--- src/rtl/passcode_entry_ctrl_pkg.sv ---
// -----------------------------------------------------------------------------
// passcode_entry_ctrl_pkg
// Shared definitions for the keypad passcode front end:
//   - code geometry (NUM_DIGITS BCD digits, PW = NUM_DIGITS*4 bits)
//   - 2-bit FSM state encoding
//   - keypad command codes (CLEAR / ENTER / SET)
//   - is_digit() helper used by the key decode
// -----------------------------------------------------------------------------
package passcode_entry_ctrl_pkg;

  localparam int NUM_DIGITS = 3;
  localparam int PW         = NUM_DIGITS * 4;

  // digit_cnt value that marks a complete code.
  localparam logic [1:0] CNT_FULL = 2'(NUM_DIGITS);

  typedef enum logic [1:0] {
    ST_IDLE      = 2'd0,
    ST_ENTRY     = 2'd1,
    ST_SET_ENTRY = 2'd2,
    ST_VERIFY    = 2'd3
  } state_t;

  localparam logic [3:0] KEY_CLEAR = 4'hA;
  localparam logic [3:0] KEY_ENTER = 4'hB;
  localparam logic [3:0] KEY_SET   = 4'hC;

  // Only 0-9 may ever be shifted into a code.
  function automatic logic is_digit(input logic [3:0] key);
    return key <= 4'd9;
  endfunction

endpackage

--- src/rtl/passcode_entry_ctrl_idle_timer.sv ---
// -----------------------------------------------------------------------------
// passcode_entry_ctrl_idle_timer
// Idle-cycle counter for the passcode FSM. Counts while 'run' is high, is
// cleared by 'clear', and flags the terminal count (TIMEOUT_CYC-1) on 'expire'.
// 'expire' is a decode of the counter; the owner registers the resulting pulse.
// Ports:
//   clk    in  clock
//   rst    in  asynchronous active-low reset
//   run    in  count enable (FSM outside IDLE)
//   clear  in  synchronous clear (key activity or state change)
//   expire out high while running and the counter sits at TIMEOUT_CYC-1
// -----------------------------------------------------------------------------
module passcode_entry_ctrl_idle_timer #(
  parameter int unsigned TIMEOUT_CYC = 50_000_000
) (
  input  logic clk,
  input  logic rst,
  input  logic run,
  input  logic clear,
  output logic expire
);

  localparam int unsigned CW = (TIMEOUT_CYC > 2) ? $clog2(TIMEOUT_CYC) : 1;
  localparam logic [CW-1:0] TERM = CW'(TIMEOUT_CYC - 1);

  logic [CW-1:0] ctr;

  // NOTE: sequential state uses non-blocking assignments so every register
  // samples the pre-edge values of its neighbours.
  always_ff @(posedge clk or negedge rst) begin
    if (!rst) begin
      ctr <= '0;
    end else if (clear) begin
      ctr <= '0;
    end else if (run && (ctr != TERM)) begin
      ctr <= ctr + 1'b1;
    end
  end

  assign expire = run && (ctr == TERM);

endmodule

--- src/rtl/passcode_entry_ctrl.sv ---
// -----------------------------------------------------------------------------
// passcode_entry_ctrl
// Keypad front end of the digital lock. Shifts BCD digits into pass_in,
// maintains pass_set through a SET sequence, and raises enb so the downstream
// 12-bit comparator evaluates pass_in against pass_set. Entries left idle for
// TIMEOUT_CYC cycles are aborted.
// Ports:
//   clk        in   clock, all state on rising edge
//   rst        in   asynchronous active-low reset
//   key_valid  in   one-cycle key strobe
//   key_code   in   0-9 digit, A CLEAR, B ENTER, C SET, D-F ignored
//   pass_in    out  entered code, first digit in the MS nibble
//   pass_set   out  stored code
//   enb        out  comparator enable, high throughout VERIFY
//   digit_cnt  out  digits captured in the current entry
//   set_mode   out  high in SET_ENTRY
//   err        out  one-cycle pulse: ENTER on an incomplete code
//   timeout    out  one-cycle pulse: idle abort
// -----------------------------------------------------------------------------
module passcode_entry_ctrl
  import passcode_entry_ctrl_pkg::*;
#(
  parameter int unsigned    TIMEOUT_CYC = 50_000_000,
  parameter logic [PW-1:0]  PASS_RESET  = '0
) (
  input  logic          clk,
  input  logic          rst,
  input  logic          key_valid,
  input  logic [3:0]    key_code,
  output logic [PW-1:0] pass_in,
  output logic [PW-1:0] pass_set,
  output logic          enb,
  output logic [1:0]    digit_cnt,
  output logic          set_mode,
  output logic          err,
  output logic          timeout
);

  state_t state;
  logic   expire;
  logic   key_digit;

  assign key_digit = is_digit(key_code);

  // Every state change is caused by either a key or an expiry, so clearing on
  // those two events also covers "cleared on state change".
  passcode_entry_ctrl_idle_timer #(
    .TIMEOUT_CYC (TIMEOUT_CYC)
  ) u_idle_timer (
    .clk    (clk),
    .rst    (rst),
    .run    (state != ST_IDLE),
    .clear  (key_valid | expire),
    .expire (expire)
  );

  always_ff @(posedge clk or negedge rst) begin
    if (!rst) begin
      state     <= ST_IDLE;
      pass_in   <= '0;
      pass_set  <= PASS_RESET;
      digit_cnt <= '0;
      err       <= 1'b0;
      timeout   <= 1'b0;
    end else begin
      err     <= 1'b0;
      timeout <= 1'b0;

      // A key on the terminal cycle wins over the timeout.
      if (key_valid) begin
        unique case (state)
          ST_IDLE: begin
            if (key_digit) begin
              state     <= ST_ENTRY;
              pass_in   <= {{(PW-4){1'b0}}, key_code};
              digit_cnt <= 2'd1;
            end else if (key_code == KEY_SET) begin
              state     <= ST_SET_ENTRY;
              pass_in   <= '0;
              digit_cnt <= '0;
            end
          end

          ST_ENTRY, ST_SET_ENTRY: begin
            if (key_digit) begin
              // Extra digits beyond a full code are dropped, not wrapped.
              if (digit_cnt < CNT_FULL) begin
                pass_in   <= {pass_in[PW-5:0], key_code};
                digit_cnt <= digit_cnt + 2'd1;
              end
            end else if (key_code == KEY_CLEAR) begin
              pass_in   <= '0;
              digit_cnt <= '0;
            end else if (key_code == KEY_ENTER) begin
              if (digit_cnt == CNT_FULL) begin
                if (state == ST_ENTRY) begin
                  state <= ST_VERIFY;
                end else begin
                  pass_set  <= pass_in;
                  pass_in   <= '0;
                  digit_cnt <= '0;
                  state     <= ST_IDLE;
                end
              end else begin
                err       <= 1'b1;
                pass_in   <= '0;
                digit_cnt <= '0;
                state     <= ST_IDLE;
              end
            end
          end

          ST_VERIFY: begin
            if (key_digit) begin
              state     <= ST_ENTRY;
              pass_in   <= {{(PW-4){1'b0}}, key_code};
              digit_cnt <= 2'd1;
            end else if (key_code == KEY_SET) begin
              state     <= ST_SET_ENTRY;
              pass_in   <= '0;
              digit_cnt <= '0;
            end else if ((key_code == KEY_CLEAR) || (key_code == KEY_ENTER)) begin
              state     <= ST_IDLE;
              pass_in   <= '0;
              digit_cnt <= '0;
            end
          end

          default: state <= ST_IDLE;
        endcase
      end else if (expire) begin
        timeout   <= 1'b1;
        pass_in   <= '0;
        digit_cnt <= '0;
        state     <= ST_IDLE;
      end
    end
  end

  assign set_mode = (state == ST_SET_ENTRY);
  assign enb      = (state == ST_VERIFY);

endmodule

--- config.mk ---
export PLATFORM = sky130hd
export DESIGN_NAME = passcode_entry_ctrl
export DESIGN_NICKNAME = d
export VERILOG_FILES = /design/src/rtl/passcode_entry_ctrl_pkg.sv /design/src/rtl/passcode_entry_ctrl_idle_timer.sv /design/src/rtl/passcode_entry_ctrl.sv
export SDC_FILE = /design/constraint.sdc
export NUM_CORES = 1
export LEC_CHECK = 0
export CORE_MARGIN = 3
export CORE_UTILIZATION = 35
export DETAILED_ROUTE_END_ITERATION = 10
export PLACE_DENSITY = 0.61
export REMOVE_ABC_BUFFERS = 1
export SLEW_MARGIN = 30
export SYNTH_ARGS = -nofsm -noshare
export SYNTH_HDL_FRONTEND = slang
export SYNTH_SLANG_ARGS = --single-unit
--- constraint.sdc ---
create_clock -name clk -period 3 [get_ports clk]
set_input_delay 0.6 -clock clk [delete_from_list [all_inputs] [get_ports clk]]
set_output_delay 0.6 -clock clk [all_outputs]
set_load 0.02 [all_outputs]
==> metrics.yaml, run 1 <==
status: "complete, no violations"
drc_errors: 0
swShare_pct: 32.8
h-tree-depth: 2
post-route-min-period_ns: 2.40
die_w_um: 96.0
hold_ws_ns: 0.396
seqPwrFrac_pct: 49.5
finalHoldViolCount: 0
grt.busiest_layer: "met2"
hold_path.class: "in2async"
dr.pass1.iters: 4
ys_ff: 56
path_class: "in2reg"
yosys-top-cells-area: "dfrtp_1 (49%), xnor2_1 (6.2%), mux2_2 (5.2%)"
coreArea_mm2: 0.00781
avgSynthCellArea_um2: 10.3
leakagePower_nw: 1.36
fin_nets: 324
ff2ff_setup_slack_ns: 0.69
cp.arrival_ns: 2.64
top_register: "u_idle_timer.ctr"
grt_start_max_net_pins: 57
place_inst: 405
die_area_mm2: 0.00921
drive_above_1_share_pct: 10.9
top_layer_used: "met4"
crit_chain: "clkdlybuf4s50_1, nand4_1, o22ai_1, a32oi_2, and2_1, mux2i_1"
maxSlewHeadroom_pct: 52.9
logic_gate_count: 187
grt_overflow: 0
seq-cell-share_pct: 41.5
max_freq_mhz: 417
nNonClkBuffers: 42
nonClkBufAreaFrac_pct: 11.8
ys_warn_count: 0
r2r_cells: 7
synthXorXnorAreaFrac_pct: 6.49
clkSlewWorstSetupHoldPaths_ns: 0.11
final_common_cell: "dfrtp_1"
powerDensity_mw_per_mm2: 514
tns_ns: 0
numCtsBuffers: 5
r2r-start: "state[0]"
num_vias: 2123
maxCapViolCount: 0
slowest_stage: "clkdlybuf4s50_1"
cts.sinks: 56
adder_share_pct: 3.09
crit_cells: 6
top_power_group: "sequential cells"
cts_resized: 0
comb_area_share_pct: 38.1
holdBufCountCts: 0
post_cts_buffers: 0
clkbuf_count: 5
clock_path_buffers: 2
syn_to_final_growth_pct: 19.3
largest_reg_flops: 26
irDropWorstVdd_mv: 0.193
ys_area_mm2: 0.00283
postLayoutCellArea_mm2: 0.00338
crit_end: "pass_in[8]"
clk-power_w: 0.000436
ys_cells: 274
**Run 1: M2 wires**

Cells faint in the background.
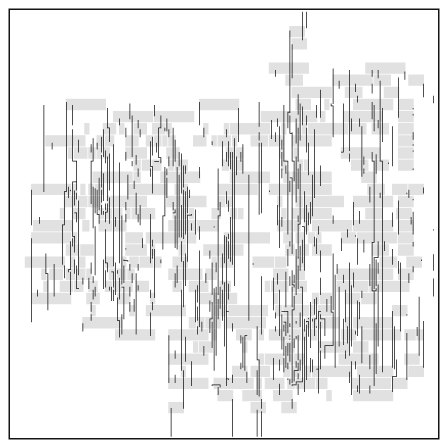
The layer holds 45% of the routed length. The longest straight run is 47.3 µm. The layer carries 2,590 µm of wire. 265 nets have wire on it.

**Run 1: sequential cells grouped by signal name**

Other sequential cells in the stronger grey, the rest of the logic in the fainter grey.
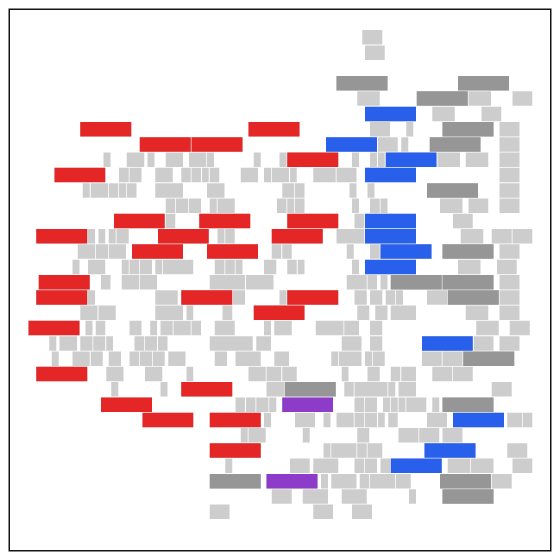
Key: pass_in = blue [flops 12]; state = purple [flops 2]; u_idle_timer.ctr = red [flops 26]
Another 16 sequential cells are not coloured.

**Run 1: track usage over the die**

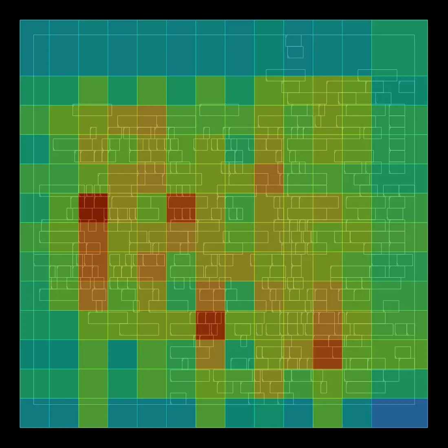
final core area utilization: 43.3%
met3 Use GR: 3.13%
GR Util All Layers: 13.5%

**Run 1: gate-type map**

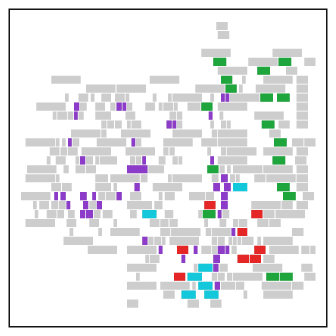
Key: multiplexers = green [cells 17]; AND-OR and OR-AND gates = red [cells 8, where lower right]; NAND gates = purple [cells 42]; adder and majority cells = cyan [cells 7]

## Run 2: what changed since run 1
clock period = 2.3 ns   (was 3 ns; I/O delays follow)
**Run 2: track usage over the die**

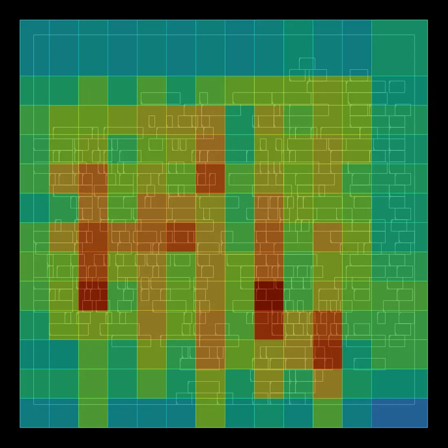
M1 GR Usage: 18.9%
grt peak-use layer: met2
final core area utilization: 44.9%
met3 Use GR: 2.50%
GRT met2 Usage: 21.7%

==> run 2 against run 1 <==
  * Register-to-register slack worse by 0.52 ns
  * Global-route usage is 0.20 points higher
  * Wire length is 3.3% higher
  * Setup slack worse by 0.44 ns
  * Sequential cell count stayed put
==> metrics.yaml, run 2 <==
die_area_mm2: 0.00921  # unchanged
cp.arrival_ns: 2.38  # -0.26 ns
place_inst: 416  # +2.7%
clk_share_pct: 2.68
maxSlewHeadroom_pct: 74.8  # +22 points
crit_chain: "inv_1, ha_1, nor2b_1, nand3_1, o31ai_4, and2_1, buf_12, mux2i_1"
inv_count: 18
largest_class: "sequential cells"
dpl_cell_area_mm2: 0.00340
comb_area_share_pct: 36.9  # -1.2 points
ff_latch_area_mm2: 0.00140
place_ws_ns: -0.0296
die_h_um: 96.0
r2r-start: "state[0]"
largest_reg_flops: 26  # unchanged
setup_slack_ns: 0.168
seqPwrFrac_pct: 47.9  # -1.6 points
clkSlewWorstSetupHoldPaths_ns: 0.11  # about the same
netSwitchingPower_w: 0.000775
powerDensity_mw_per_mm2: 670  # +31%
slowest_stage: "dfrtp_1"
pg_comb_w: 0.000650
end_kind: "register"
drtIter0Drc: 60
irDropWorstVdd_mv: 0.301  # +56%
ys_area_mm2: 0.00283  # unchanged
clkbuf_count: 5  # unchanged
ys_types: 41
slew_violations: 0
crit_path_max_incr_delay_ns: 0.41
synth-edff-count: 0
compound_area_share_pct: 9.40
ys_ff: 56  # unchanged
final_cell_mix: "dfrtp_1 (56), clkdlybuf4s50_1 (35), nor2_1 (27), xnor2_1 (20), nand2_1 (19)"
crit_cells: 8  # +2
place_hpwl_um: 4200
post-route-period-util_pct: 92.7
coreArea_mm2: 0.00781  # unchanged
seq-cell-share_pct: 40.0  # -1.5 points
track_usage_pct: 13.7  # +0.20 points
status: "complete, no violations"
power.internal_w: 0.00157
ys_dominant_reg_cell: "dfrtp_1"
logic_gate_count: 187  # unchanged
async_reset_ff_share_pct: 100
p_comb_share_pct: 27.7
adder_share_pct: 3.09  # unchanged
cts_tree: "yes"
pg_seq_w: 0.00112
rsz0062_at_grt: "no"
swShare_pct: 33.0  # +0.19 points
post-route-min-period_ns: 2.13
fin_cells: 424
clock_path_buffers: 2  # unchanged
leakagePower_nw: 1.43  # +4.9%
holdBufCountCts: 0  # unchanged
grt_overflow: 0  # unchanged
fill_cells: 752
antenna_found_initial: 0
ys_cells: 274  # unchanged
reg_top3: "u_idle_timer.ctr (26), pass_in (12), pass_set (12)"
maxCapViolCount: 0  # unchanged
fin_nets: 335  # +3.4%
syn_inst: 274
synth_area_leader_cell: "dfrtp_1"
num_rows: 32
hold_path.class: "in2async"
die_w_um: 96.0  # unchanged
post_cts_buffers: 0  # unchanged
r2r_cells: 8  # +1
drive_above_1_share_pct: 14.3  # +3.4 points
tns_ns: 0  # unchanged
taps: 102
simple_gate_area_share_pct: 19.9
syn_area_mm2: 0.00283
num_io_pins: 37
openroad.warnings: 29
wl_met3_um: 249
fp_util_pct: 36.3
first_global_vias: 2149
yosys-top-cells-area: "dfrtp_1 (49%), xnor2_1 (6.2%), mux2_2 (5.2%)"
common_cells: "dfrtp_1 (56), nor2_1 (27), xnor2_1 (20)"
synth_top_cell_by_count: "dfrtp_1"
worstMarginPinSlew_ns: 0.377
dr.pass1.iters: 4  # unchanged
via_per_inst: 5.15
numCtsBuffers: 5  # unchanged
worstPathRequired_ns: 2.55
mux_area_share_pct: 6.58
top_register: "u_idle_timer.ctr"
power_frac_clock_pct: 24.5
avgSynthCellArea_um2: 10.3  # unchanged
finalSetupViolCount: 0
critPathLaunch: "state[0]"
clock.latency.late_pin_ns: 0.32
top_layer_used: "met4"
seq_cell_count: 56
yosysSeqAreaShare_pct: 49.4
hold_ws_ns: 0.0261  # -0.370 ns
syn_to_final_growth_pct: 23.7
grt_start_max_net_pins: 44  # -23%
met2_wirelength_um: 2640
final_common_cell: "dfrtp_1"
ys_warn_count: 0  # unchanged
nonClkBufAreaFrac_pct: 14.9  # +3.0 points
place.gp.congestion: 0.871
netlist.area_leader.share_pct: 49.4
finalHoldViolCount: 0  # unchanged
critPathLaunchType: "register"
max_freq_mhz: 469
cts.sinks: 56  # unchanged
crit_end: "pass_in[11]"
drc_errors: 0  # unchanged
nNonClkBuffers: 53  # +26%
wl_per_cell_um: 13.9
h-tree-depth: 2  # unchanged
wl_met1_um: 2930
final-comb-area_mm2: 0.00129
grt_pass1_wl_um: 10000
drt-total-wl_um: 5880
crit_fanout: 9
root_buffer: "clkbuf_8"
skew_ns: 0.0149
port_buffers: 36
top_power_group: "sequential cells"
logic_family: "simple AND/OR/NAND/NOR gates"
ff2ff_setup_slack_ns: 0.17  # -0.52 ns
postLayoutCellArea_mm2: 0.00350  # +3.7%
diodes: 0
ant_nets: 0
num_vias: 2184  # +2.9%
synthXorXnorAreaFrac_pct: 6.49  # unchanged
p_total_w: 0.00235
cts_resized: 0  # unchanged
clk-power_w: 0.000575  # +32%
path_class: "reg2reg"
r2r-end: "pass_in[11]"
## Run 3: what changed since run 2
PLACE_DENSITY = unset   (was 0.61)
**Run 3: met3 routing**

Bar = 20 µm.
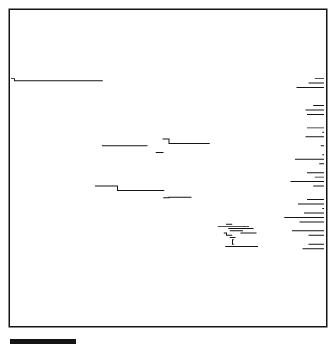
The wires run mostly horizontal. The layer holds 4.4% of the routed length.

==> run 3 against run 2 <==
  * Design area is 0.68% lower
  * Sequential share of layout area grew 0.27 points
  * Die area unchanged
  * Largest cell class unchanged
  * Via count is 0.78% higher
  * Area after synthesis unchanged
  * Critical endpoint is now set_mode
  * Sequential power barely moved
  * Register-to-register slack improved by 0.06 ns
  * Total power fell by 0.41%
==> metrics.yaml, run 3 <==
reg_top3: "u_idle_timer.ctr (26), pass_in (12), pass_set (12)"
use_met1_pct: 18.8  # -0.12 points
pg_comb_w: 0.000642  # -1%
die_area_mm2: 0.00921  # unchanged
yosysSeqAreaShare_pct: 49.4  # unchanged
seq_cell_count: 56  # unchanged
num_io_pins: 37  # unchanged
top_register: "u_idle_timer.ctr"
cp.arrival_ns: 1.62  # -0.76 ns
die_h_um: 96.0  # unchanged
seq-cell-share_pct: 40.3  # +0.27 points
swShare_pct: 33.3  # +0.32 points
rsz0062_at_grt: "no"
fin_nets: 334  # -0.30%
antenna_found_initial: 0  # unchanged
fill_cells: 753  # +0.13%
postLayoutCellArea_mm2: 0.00348  # -0.68%
critPathLaunchType: "register"
post_cts_buffers: 0  # unchanged
power_frac_clock_pct: 24.4  # about the same
clk_share_pct: 2.70  # +0.018 points
netSwitchingPower_w: 0.000779  # +0.55%
finalSetupViolCount: 0  # unchanged
diodes: 0  # unchanged
fp_util_pct: 36.3  # unchanged
compound_area_share_pct: 9.40  # unchanged
clkSlewWorstSetupHoldPaths_ns: 0.11  # about the same
synth-edff-count: 0  # unchanged
drtIter0Drc: 51  # -15%
wl_met1_um: 2920  # -0.51%
place_inst: 415  # -0.24%
wl_per_cell_um: 14.1  # +1.8%
grt_start_max_net_pins: 29  # -34%
h-tree-depth: 2  # unchanged
r2r-start: "state[0]"
use_met3_pct: 2.81  # +0.31 points
clkbuf_count: 5  # unchanged
grt_pass1_wl_um: 10000  # +0.13%
root_buffer: "clkbuf_8"
final_core_util_pct: 44.6  # -0.30 points
syn_inst: 274  # unchanged
r2r-end: "pass_in[8]"
nNonClkBuffers: 52  # -1.9%
crit_cells: 3  # -5
maxCapViolCount: 0  # unchanged
crit_path_max_incr_delay_ns: 0.60  # +0.19 ns
mux_area_share_pct: 6.58  # unchanged
post-route-min-period_ns: 2.08  # -0.0564 ns
drc_errors: 0  # unchanged
skew_ns: 0.0117  # -0.00320 ns
synth_area_leader_cell: "dfrtp_1"
ys_ff: 56  # unchanged
port_buffers: 36  # unchanged
p_total_w: 0.00234  # -0.41%
met2_wirelength_um: 2750  # +4.3%
common_cells: "dfrtp_1 (56), nor2_1 (27), xnor2_1 (20)"
ff2ff_setup_slack_ns: 0.23  # +0.06 ns
synth_top_cell_by_count: "dfrtp_1"
inv_count: 18  # unchanged
via_per_inst: 5.20  # +1.0%
ys_cells: 274  # unchanged
crit_chain: "inv_1, ha_1, clkdlybuf4s50_1"
final_cell_mix: "dfrtp_1 (56), clkdlybuf4s50_1 (35), nor2_1 (27), xnor2_1 (20), nand2_1 (19)"
irDropWorstVdd_mv: 0.368  # +22%
critPathLaunch: "state[0]"
maxSlewHeadroom_pct: 58.7  # -16 points
place_ws_ns: 0.0719  # +0.101 ns
taps: 102  # unchanged
worstPathRequired_ns: 1.84  # -0.71 ns
comb_area_share_pct: 37.1  # +0.14 points
max_freq_mhz: 482  # +2.7%
dpl_cell_area_mm2: 0.00338  # -0.59%
p_comb_share_pct: 27.4  # -0.3 points
ys_warn_count: 0  # unchanged
drt-total-wl_um: 5970  # +1.6%
first_global_vias: 2114  # -1.6%
numCtsBuffers: 5  # unchanged
syn_area_mm2: 0.00283  # unchanged
slowest_stage: "clkdlybuf4s50_1"
die_w_um: 96.0  # unchanged
logic_family: "simple AND/OR/NAND/NOR gates"
tns_ns: 0  # unchanged
pg_seq_w: 0.00113  # about the same
path_class: "reg2out"
post-route-period-util_pct: 90.3  # -2.5 points
synthXorXnorAreaFrac_pct: 6.49  # unchanged
logic_gate_count: 187  # unchanged
yosys-top-cells-area: "dfrtp_1 (49%), xnor2_1 (6.2%), mux2_2 (5.2%)"
power.internal_w: 0.00156  # -0.89%
ant_nets: 0  # unchanged
finalHoldViolCount: 0  # unchanged
fin_cells: 423  # -0.24%
ys_area_mm2: 0.00283  # unchanged
dr.pass1.iters: 4  # unchanged
place.gp.congestion: 0.902  # +3.6%
leakagePower_nw: 1.42  # -0.83%
coreArea_mm2: 0.00781  # unchanged
ys_types: 41  # unchanged
final-comb-area_mm2: 0.00129  # -0.29%
grt.busiest_layer: "met2"
netlist.area_leader.share_pct: 49.4  # unchanged
async_reset_ff_share_pct: 100  # unchanged
holdBufCountCts: 0  # unchanged
setup_slack_ns: 0.224  # +0.0564 ns
cts.sinks: 56  # unchanged
num_rows: 32  # unchanged
final_common_cell: "dfrtp_1"
status: "complete, no violations"
avgSynthCellArea_um2: 10.3  # unchanged
adder_share_pct: 3.09  # unchanged
worstMarginPinSlew_ns: 0.619  # +0.242 ns
simple_gate_area_share_pct: 19.9  # unchanged
ff_latch_area_mm2: 0.00140  # unchanged
top_power_group: "sequential cells"
cts_tree: "yes"
cts_resized: 0  # unchanged
powerDensity_mw_per_mm2: 672  # +0.27%
slew_violations: 0  # unchanged
num_vias: 2201  # +0.78%
drive_above_1_share_pct: 14.0  # -0.27 points
clock.latency.late_pin_ns: 0.32  # about the same
grt_overflow: 0  # unchanged
hold_path.class: "in2async"
openroad.warnings: 29  # unchanged
r2r_cells: 8  # unchanged
syn_to_final_growth_pct: 22.8
largest_reg_flops: 26  # unchanged
place_hpwl_um: 4350  # +3.7%
No activity file was given, so power comes from the tool's default toggle rates.
